## config.mk

```make
export PLATFORM = sky130hd
export DESIGN_NAME = neuron_sequencer
export DESIGN_NICKNAME = d
export VERILOG_FILES = /design/src/rtl/neuron_sequencer.sv
export SDC_FILE = /design/constraint.sdc
export NUM_CORES = 1
export LEC_CHECK = 0
export CAP_MARGIN = 20
export CORE_MARGIN = 10
export CORE_UTILIZATION = 30
export DETAILED_ROUTE_END_ITERATION = 6
export GPL_TIMING_DRIVEN = 1
export PLACE_DENSITY = 0.76
export SYNTH_ARGS = -nofsm -noshare
export SYNTH_HDL_FRONTEND = slang
export SYNTH_SLANG_ARGS = --single-unit
export TNS_END_PERCENT = 10
```

## constraint.sdc

```tcl
create_clock -name clkext -period 1.7 [get_ports clkext]
set_clock_uncertainty 0.2 [all_clocks]
set_input_delay 0.255 -clock clkext [delete_from_list [all_inputs] [get_ports clkext]]
set_output_delay 0.255 -clock clkext [all_outputs]
set_load 0.01 [all_outputs]
```

## src/rtl/neuron_sequencer.sv

```systemverilog
// neuron_sequencer: drives one neuron evaluation. It clears the MAC and loads
// the bias, streams N_INPUTS pixel/weight products from a shared memory with a
// one-cycle read latency, then requantizes the 16-bit accumulator to 8 bits and
// offers the result on a valid/ready handshake.
module neuron_sequencer #(
  parameter int N_INPUTS = 784,
  parameter int ADDR_W   = 10,
  parameter int SHIFT    = 7
) (
  input  logic              clkext,
  input  logic              rst,
  input  logic              start,
  output logic              busy,
  output logic [ADDR_W-1:0] addr,
  input  logic [7:0]        pixel,
  input  logic [7:0]        weight,
  input  logic [7:0]        bias,
  output logic              mac_rst,
  output logic              mac_en,
  output logic [7:0]        mac_a,
  output logic [7:0]        mac_b,
  output logic [7:0]        mac_bias,
  input  logic [15:0]       mac_result,
  output logic              out_valid,
  input  logic              out_ready,
  output logic [7:0]        out_data
);

  typedef enum logic [2:0] {
    S_IDLE,
    S_LOAD_BIAS,
    S_ACCUM,
    S_DRAIN,
    S_CAPTURE,
    S_OUTPUT
  } state_t;

  // Address of the last product; the counter stops here and never wraps.
  localparam logic [ADDR_W-1:0] LAST_ADDR = ADDR_W'(N_INPUTS - 1);

  state_t            state;
  state_t            state_next;
  logic [ADDR_W-1:0] addr_q;
  logic [ADDR_W-1:0] addr_next;
  logic [7:0]        data_q;
  logic [7:0]        data_next;
  logic [15:0]       shifted;
  logic [7:0]        saturated;

  // Requantize: logical shift of the (possibly wrapped) accumulator, then
  // unsigned saturation to 8 bits.
  assign shifted   = mac_result >> SHIFT;
  assign saturated = (shifted > 16'd255) ? 8'hFF : shifted[7:0];

  // State register, read-address counter and result register.
  always_ff @(posedge clkext) begin
    // NOTE: non-blocking assignments so every register samples pre-edge values.
    if (rst) begin
      state  <= S_IDLE;
      addr_q <= '0;
      data_q <= '0;
    end else begin
      state  <= state_next;
      addr_q <= addr_next;
      data_q <= data_next;
    end
  end

  // Next-state logic; the address returns to 0 whenever ACCUM is not next.
  always_comb begin
    // NOTE: defaults first so no path leaves a signal unassigned (no latch).
    state_next = state;
    addr_next  = '0;
    data_next  = data_q;
    case (state)
      S_IDLE: begin
        if (start) state_next = S_LOAD_BIAS;
      end
      S_LOAD_BIAS: begin
        // Address 0 is issued here, so ACCUM starts at address 1.
        if (N_INPUTS > 1) begin
          state_next = S_ACCUM;
          addr_next  = ADDR_W'(1);
        end else begin
          state_next = S_DRAIN;
        end
      end
      S_ACCUM: begin
        if (addr_q == LAST_ADDR) state_next = S_DRAIN;
        else                     addr_next  = addr_q + ADDR_W'(1);
      end
      S_DRAIN: begin
        state_next = S_CAPTURE;
      end
      S_CAPTURE: begin
        data_next  = saturated;
        state_next = S_OUTPUT;
      end
      S_OUTPUT: begin
        if (out_ready) state_next = S_IDLE;
      end
      default: begin
        state_next = S_IDLE;
      end
    endcase
  end

  // Outputs; while rst is high they are forced to their idle values within
  // the same cycle, before the synchronous reset has taken effect.
  always_comb begin
    busy      = 1'b0;
    addr      = '0;
    mac_rst   = 1'b1;
    mac_en    = 1'b0;
    mac_a     = '0;
    mac_b     = '0;
    mac_bias  = '0;
    out_valid = 1'b0;
    out_data  = '0;
    if (!rst) begin
      busy      = (state != S_IDLE);
      addr      = addr_q;
      mac_rst   = (state == S_LOAD_BIAS);
      mac_en    = (state == S_ACCUM) || (state == S_DRAIN);
      out_valid = (state == S_OUTPUT);
      out_data  = data_q;
      if (mac_en) begin
        mac_a = pixel;
        mac_b = weight;
      end
      if (state == S_LOAD_BIAS) mac_bias = bias;
    end
  end

endmodule

```

Run 1, metal 1:
Scale: 6 px per um. Supply wires on this layer in grey.
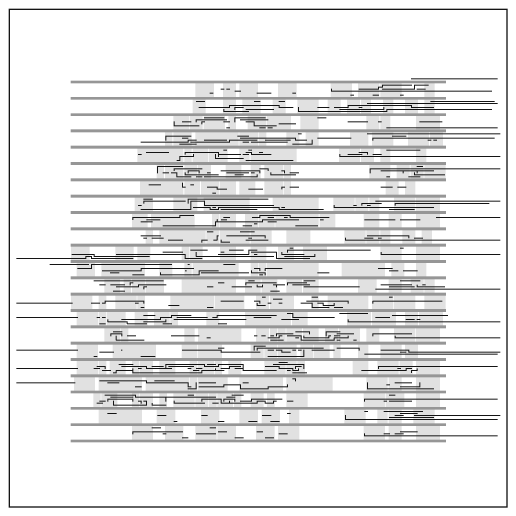
longest straight run = 26.7 um
nets with wire on the layer = 256
share of all routed wire = 48%
main direction = horizontal
routed wire length: 4010 um
via count: 1300
grt met1 use: 13.87%

Run 1, cell area per tile:
Scale: 4 px per um. 8 x 8 tiles, from dark blue (low) to red (high), 0 to 100% covered.
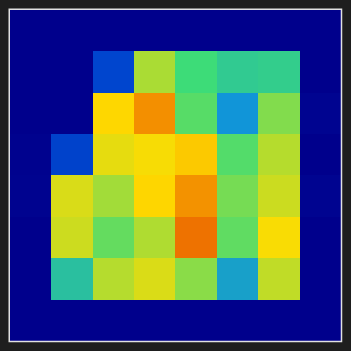
mean over tiles = 32%
emptiest ninth of the die = top left
densest ninth of the die = middle
tiles over 75% full = 9.4%
fin util: 59.99%
fp_density: 31.52%
Core Region: 3744 um^2

==> reports/qor.txt, run 1 <==
Status - finished, violations left
Failing checks - setup timing
Final std cells w/o fill - 300
Comb gates - 119
Cells after synthesis - 151
Final Critical Period - 1.814 ns
Fraction of registers with async set/reset - 0%
First-pass GRT wire length - 6003 um
CP Max Fanout - 3
Pwr dens - 477.7 nW/um^2
Top cells by count, synth - nor2_1, and2_1, dfxtp_1
Crit-path slowest cell - or4_4
Yosys Warn Count - 0
Synth top area share - 35.63%
Area growth from synthesis to layout - 90.35%
Detail Placement HPWL - 3227 um
GR Util met3 - 3.780%
Slowest Stage Delay on Critical Path - 0.52 ns
RSZ-0062 raised after global routing - yes
Combinational share of cell area - 33.70%
Synth area leader - dfxtp_1
Ys cells - 151
Fillers - 347
Reg2reg end - state[0]
Avg Cell Area, Syn - 7.814 um^2
Nonclk buf count - 106
Fmax - 551.3 MHz
Clk root buf - clkbuf_8
Detailed Route Iter0 Violations - 37
Cell class ranked first by area - non-clock buffers
Metal-1 WL - 1943 um
Reg-to-Reg Start - addr_q[7]
Avg WL per Cell - 13.37 um
Met2 WL - 1543 um
Hold-fix buffers, CTS - 0
Required @ worst endpoint - 1.69 ns
Non-clock buffer share - 41.89%
Final setup margin - -0.1138 ns
Detailed Routing Iterations Pass 1 - 3
Register-to-Register Path Depth - 4
Resized cells post-CTS - 128
Largest net degree at the start of global routing - 24
Library cells used by synthesis - 30
Worst-margin pin slew - 0.2696 ns
Top-count cell post-synth - nor2_1
Final ANT Viol Nets - 0
Reg with most FFs - addr_q
GRT met2 Usage - 16.98%
Worst setup path startpoint - addr_q[7]
Worst Hold End - data_q[0]
Vias in the first global route - 1243
Top cells by area - dfxtp_1, and2_1, nor2_1
Chip Width - 82.72 um
IO Port Bufs - 82
Worst EP arrival - 1.80 ns
# H-tree levels - 1
Total GRT Usage - 11.02%
Total Power - 0.001073 W
TAP cells - 48
Clk_lat worst skew - 0.26 ns
DP Cell Count - 293
Total CTS buffers - 3
Sequential element share of the synthesized area - 35.63%
TritonCTS clock tree - yes
Initial antenna violation count - 0
Hold depth - 2
Top Metal Used - met4
Nonclk inv count - 2
Synthesized area - 1180 um^2
Endpoints failing setup - 23
Regs by FF count - addr_q: 10 flops, data_q: 8 flops, state: 3 flops
# DRC - 0
Count of tool warnings - 36
# nets final - 298
Vias per Instance - 4.333
Storage element area - 434.2 um^2
Hold Path Class - register to register
Flop2flop setup slack - -0.11 ns
Run 1, cells coloured by class:
Scale: 4 px per um.
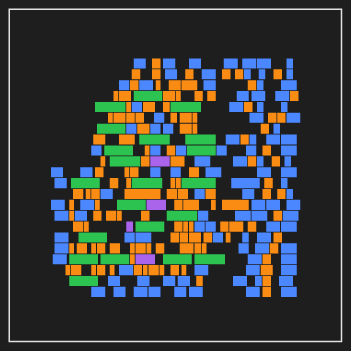
all other logic -> orange  # cells 121, share of their area 35%
other buffers and delay cells -> blue  # cells 106, share of their area 43%
clock drivers and dummy loads -> purple  # cells 4, share of their area 2.1%
flip-flops -> green  # cells 21, share of their area 20%
flop share of the area: 19.33%
design area: 2246 um^2

run 1: worst max-delay path: cells and delay by family (launching register included):
family,cells,cell delay [ns]
AOI/OAI and AO/OA,1,0.11
and+or+nand+nor,3,1.11
DFF,1,0.32
run 1: report_power, final:
part / internal, W / leakage, nW / switching (W)
sequential: 0.000502 / 0.174 / 0.00000788
clock: 0.000163 / 0.0255 / 0.000158
combinational: 0.000152 / 0.809 / 0.0000894
total: 0.000818 / 1.01 / 0.000255
run 1: cell families after synthesis:
kind of cell | Yosys count | synth area share (%)
AND-OR/OR-AND | 15 | 8.802
XOR/XNOR | 8 | 5.939
adder cells (fa/ha/maj) | 1 | 1.060
buffers and inverters | 11 | 3.605
flip-flops | 21 | 35.63
AND/OR/NAND/NOR | 95 | 44.96
==> inputs of run 2 (changes only) <==
Settings changed: ABC_CLOCK_PERIOD_IN_PS from default to 1700.
Run 2, cell area per tile:
Scale: 4 px per um. 8 x 8 tiles, from dark blue (low) to red (high), 0 to 100% covered.
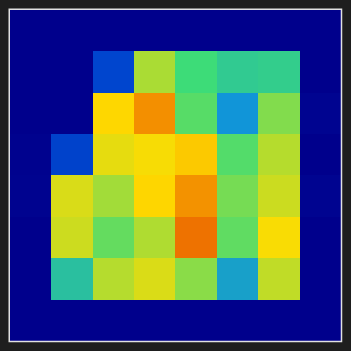
tiles over 75% full = 9.4%
densest ninth of the die = middle
emptiest ninth of the die = top left
nearly empty tiles = 47%
fullest tile = 87%

==> run 2 against run 1 <==
The run still ends with setup timing left; count of clock-buffer cells in the layout unchanged; sequential share of layout area unchanged; worst setup slack unchanged; design area unchanged; wire length unchanged; clock power about the same; cell count unchanged; worst hold slack unchanged; global-route usage unchanged.
==> reports/qor.txt, run 2 <==
Fmax - 551.3 MHz
Fraction of registers with async set/reset - 0%
Final ANT Viol Nets - 0
Worst Hold End - data_q[0]
RSZ-0062 raised after global routing - yes
Synthesized area - 1180 um^2
# nets final - 298
Resized cells post-CTS - 128
Internal - 0.0008176 W
Vias per Instance - 4.333
Fin Setup TNS - -0.3784 ns
Pwr top - registers
Count of tool warnings - 36
Hold-fix buffers, CTS - 0
Reg-to-Reg Start - addr_q[7]
Core Region - 3744 um^2
Regs by FF count - addr_q: 10 flops, data_q: 8 flops, state: 3 flops
Status - finished, violations left
GRT met2 Usage - 16.98%
Pwr dens - 477.7 nW/um^2
Top cells by area - dfxtp_1, and2_1, nor2_1
Initial antenna violation count - 0
Largest logic family - simple AND/OR/NAND/NOR gates
Grt met1 use - 13.87%
Via count - 1300
Failing checks - setup timing
Switching Fraction - 23.80%
Endpoints failing setup - 23
Sequential element share of the synthesized area - 35.63%
Metal-1 WL - 1943 um
Most frequent logic cell in the layout - clkdlybuf4s50_1
Total GRT Usage - 11.02%
Storage element area - 434.2 um^2
Top cells by count, synth - nor2_1, and2_1, dfxtp_1
Slowest Stage Delay on Critical Path - 0.52 ns
Fillers - 347
Vias in the first global route - 1243
Chip Width - 82.72 um
Synth area leader - dfxtp_1
Crit path max-delay family - simple AND/OR/NAND/NOR gates
Fin util - 59.99%
Die Ht - 82.72 um
Xor+xnor area frac - 5.938%
Detailed Routing Iterations Pass 1 - 3
IO Port Bufs - 82
Flop2flop setup slack - -0.11 ns
WP buf/inv - 0
Worst setup path startpoint - addr_q[7]
Total Power - 0.001073 W
Final setup margin - -0.1138 ns
Sequential share of power - 47.5%
RD Place Congestion - 0.8188
First-pass GRT wire length - 6003 um
Top-count cell post-synth - nor2_1
Worst EP arrival - 1.80 ns
Clk_lat worst skew - 0.26 ns
Hold Path Class - register to register
P_seq - 0.000510 W
Routed wire length - 4010 um
Avg Cell Area, Syn - 7.814 um^2
Switch Pwr - 0.0002553 W
Hold depth - 2
Adder Area Share - 1.060%
GR Util met3 - 3.780%
Register-to-Register Path Depth - 4
Required @ worst endpoint - 1.69 ns
# DRC - 0
Met2 WL - 1543 um
Detailed Route Iter0 Violations - 37
Simple-Gate Area Share - 44.96%
Ys cells - 151
Clk pwr share - 29.9%
Synth top area share - 35.63%
Ao+oa area frac - 8.802%
Largest net degree at the start of global routing - 24
TritonCTS clock tree - yes
Reg with most FFs - addr_q
Yosys Warn Count - 0
Combinational share of power - 22.5%
Mux share of post-synthesis cell area - 0%
# H-tree levels - 1
Final Critical Period - 1.814 ns
Top Metal Used - met4
Fp_density - 31.52%
Avg WL per Cell - 13.37 um
Combinational gate power - 0.000242 W
Run 2, cells coloured by class:
Scale: 4 px per um.
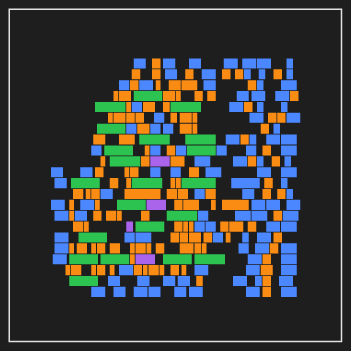
clock drivers and dummy loads -> purple  # cells 4, share of their area 2.1%
all other logic -> orange  # cells 121, share of their area 35%
flip-flops -> green  # cells 21, share of their area 20%
other buffers and delay cells -> blue  # cells 106, share of their area 43%
FP Rows: 22

==> run 2: cell counts after synthesis <==
No cell type changed its count.
==> run 2: final cells by class <==
cell class | instances | area share (%)
clock buffers | 3 | 1.838
clock inverters | 1 | 0.2228
well taps | 48 | 2.674
inverters | 2 | 0.3343
flip-flops and latches | 21 | 19.33
repair buffers | 106 | 41.89
multi-input cells | 119 | 33.70
==> run 2: metrics by stage <==
step	area (um^2)	cells
after global routing	2246	300
final	2246	300
after CTS	2171	297
after global placement	2217	293
after floorplan	1202	151
after detailed placement	2217	293
==> run 2: cells by family (layout without fill, tap and decap cells) <==
group	Yosys count	count (layout)
DFF	21	21
AOI/OAI and AO/OA	15	15
buffers and inverters	11	112
adders and majority gates	1	1
xor gates and xnor gates	8	8
and+or+nand+nor	95	95
No activity file was given, so power comes from the tool's default toggle rates.
